==> config.mk <==
export PLATFORM = sky130hd
export DESIGN_NAME = reset_sequencer
export DESIGN_NICKNAME = d
export VERILOG_FILES = /design/src/rtl/reset_sequencer.sv
export SDC_FILE = /design/constraint.sdc
export NUM_CORES = 1
export LEC_CHECK = 0
export ABC_AREA = 1
export CAP_MARGIN = 20
export CORE_AREA = 4 4 103 76
export CTS_CLUSTER_DIAMETER = 50
export DETAILED_ROUTE_END_ITERATION = 6
export DIE_AREA = 0 0 107 80
export PLACE_DENSITY = 0.55
export SLEW_MARGIN = 5
export SYNTH_ARGS = -nofsm -noshare
export SYNTH_HDL_FRONTEND = slang
export SYNTH_SLANG_ARGS = --single-unit
==> constraint.sdc <==
create_clock -name CLK -period 4.3 [get_ports CLK]
set_input_delay 0.86 -clock CLK [delete_from_list [all_inputs] [get_ports CLK]]
set_output_delay 0.86 -clock CLK [all_outputs]
set_load 0.01 [all_outputs]
Figure 1. Track usage over the die.
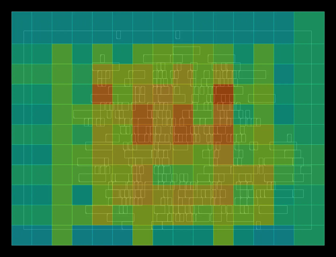
routed len/inst: 11.0 um
met3 Resource Use GR: 2.67%
most utilized layer in the global route result: met1
global routing usage on met2: 15.9%
utilization after layout: 32.9%

Figure 2. Cells by drive strength.
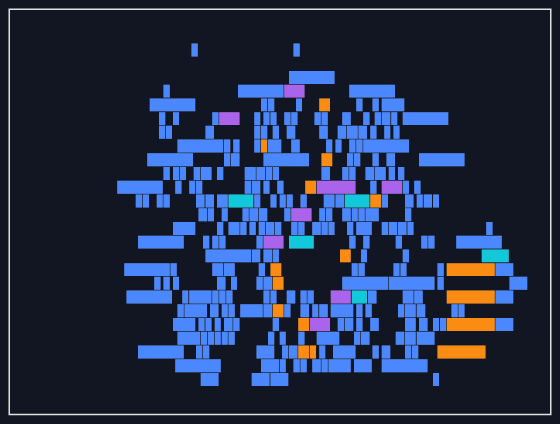
- x6 and larger: cyan (cells 5; share 1.7%)
- x2: orange (cells 16; share 5.3%)
- x3 and x4: purple (cells 8; share 2.6%)
- x1 and smaller: blue (cells 274; share 90%)
worst setup slack after layout: 2.07 ns
buffers outside the clock class: 12
final design instance area without fill: 2200 um^2

Figure 3. M3 wires.
Cells faint in the background.
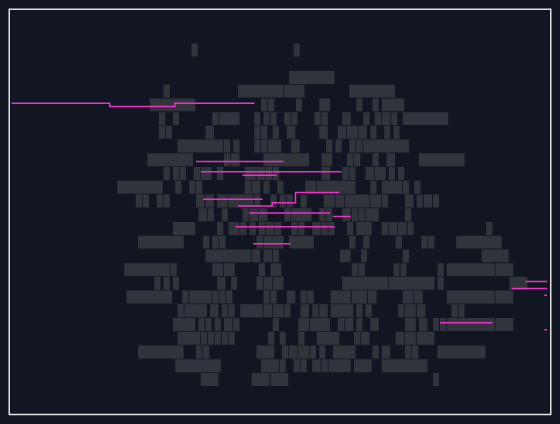
- share of all routed wire: 4.6%
- main direction: horizontal
final wirelength: 4380 um
total number of vias: 1705

Figure 4. Logic cells by family.
Scale bar: 20 um.
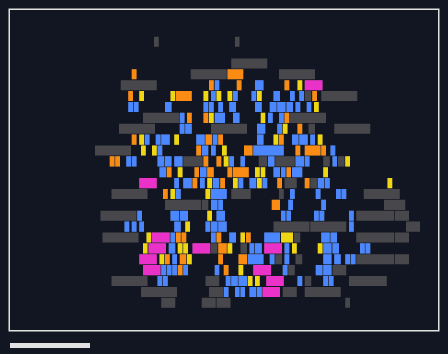
- nand cells: blue (cells 139; most used nand2_1)
- nor cells: orange (cells 48; most used nor2_1)
- inv cells: yellow (cells 46; most used inv_1)
- fa/ha/maj cells: magenta (cells 11; most used ha_1)
Commonest Layout Cell: sky130_fd_sc_hd__nand2_1
combinational share of cell area: 50.3%

Figure 5. Clock distribution.
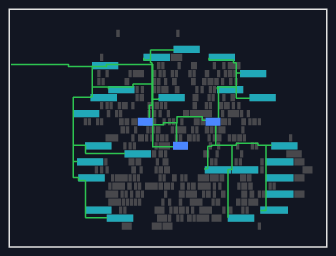
- clock-net drivers: blue (count 3)
- clock wires: green (length 413 um)
- flip-flops: cyan (count 25)
- routed clock nets: 4
relative contribution of the clock network to total power: 15.2%
final setup skew: 0.00285 ns
Clk Latency, worst-skew pair: 0.27 ns
Clk. pwr: 0.000144 W

==> notes.md <==
Numbers from the implementation run.

The run finished with clean final reports. The repair_antennas step left the layout with diodes totalling 0. Counting instances in the post-synthesis netlist gives the leading cell types as sky130_fd_sc_hd__nand2_1 (83), sky130_fd_sc_hd__inv_1 (43), sky130_fd_sc_hd__nor2_1 (37), sky130_fd_sc_hd__nand3_1 (32), sky130_fd_sc_hd__dfrtp_1 (21).

The top cell types in the final layout, fill and taps aside, are sky130_fd_sc_hd__nand2_1 (83), sky130_fd_sc_hd__inv_1 (43), sky130_fd_sc_hd__nor2_1 (37). The initial core utilization is 29.6%. The final-layout clock-cell area share is 2.04%. The data arrival time reported for the critical path is 2.40 ns. The worst hold slack is 0.463 ns.

The number of top-level design ports is 15. The mean instance size in the synthesized netlist is 6.77 um^2. The top contributor to total power is combinational logic.

The number of cells after detailed placement is 392. The family of cells with the greatest summed delay on the critical path is buffers and inverters. Counting every sink on the clock net gives 25.

The gate count after technology mapping is 293. The buffer depth of the longest clock path is 2. Summing all multi-input logic gate instances after layout gives 1110 um^2. For this design the ratio of total power to cell area is 431 nW/um^2. The final-layout clock buffer total is 4. For reference, the final report shows the max-slew violation count at 0.

Non-clock inverters in the final layout number 46.
Power and IR drop assume default switching activity.
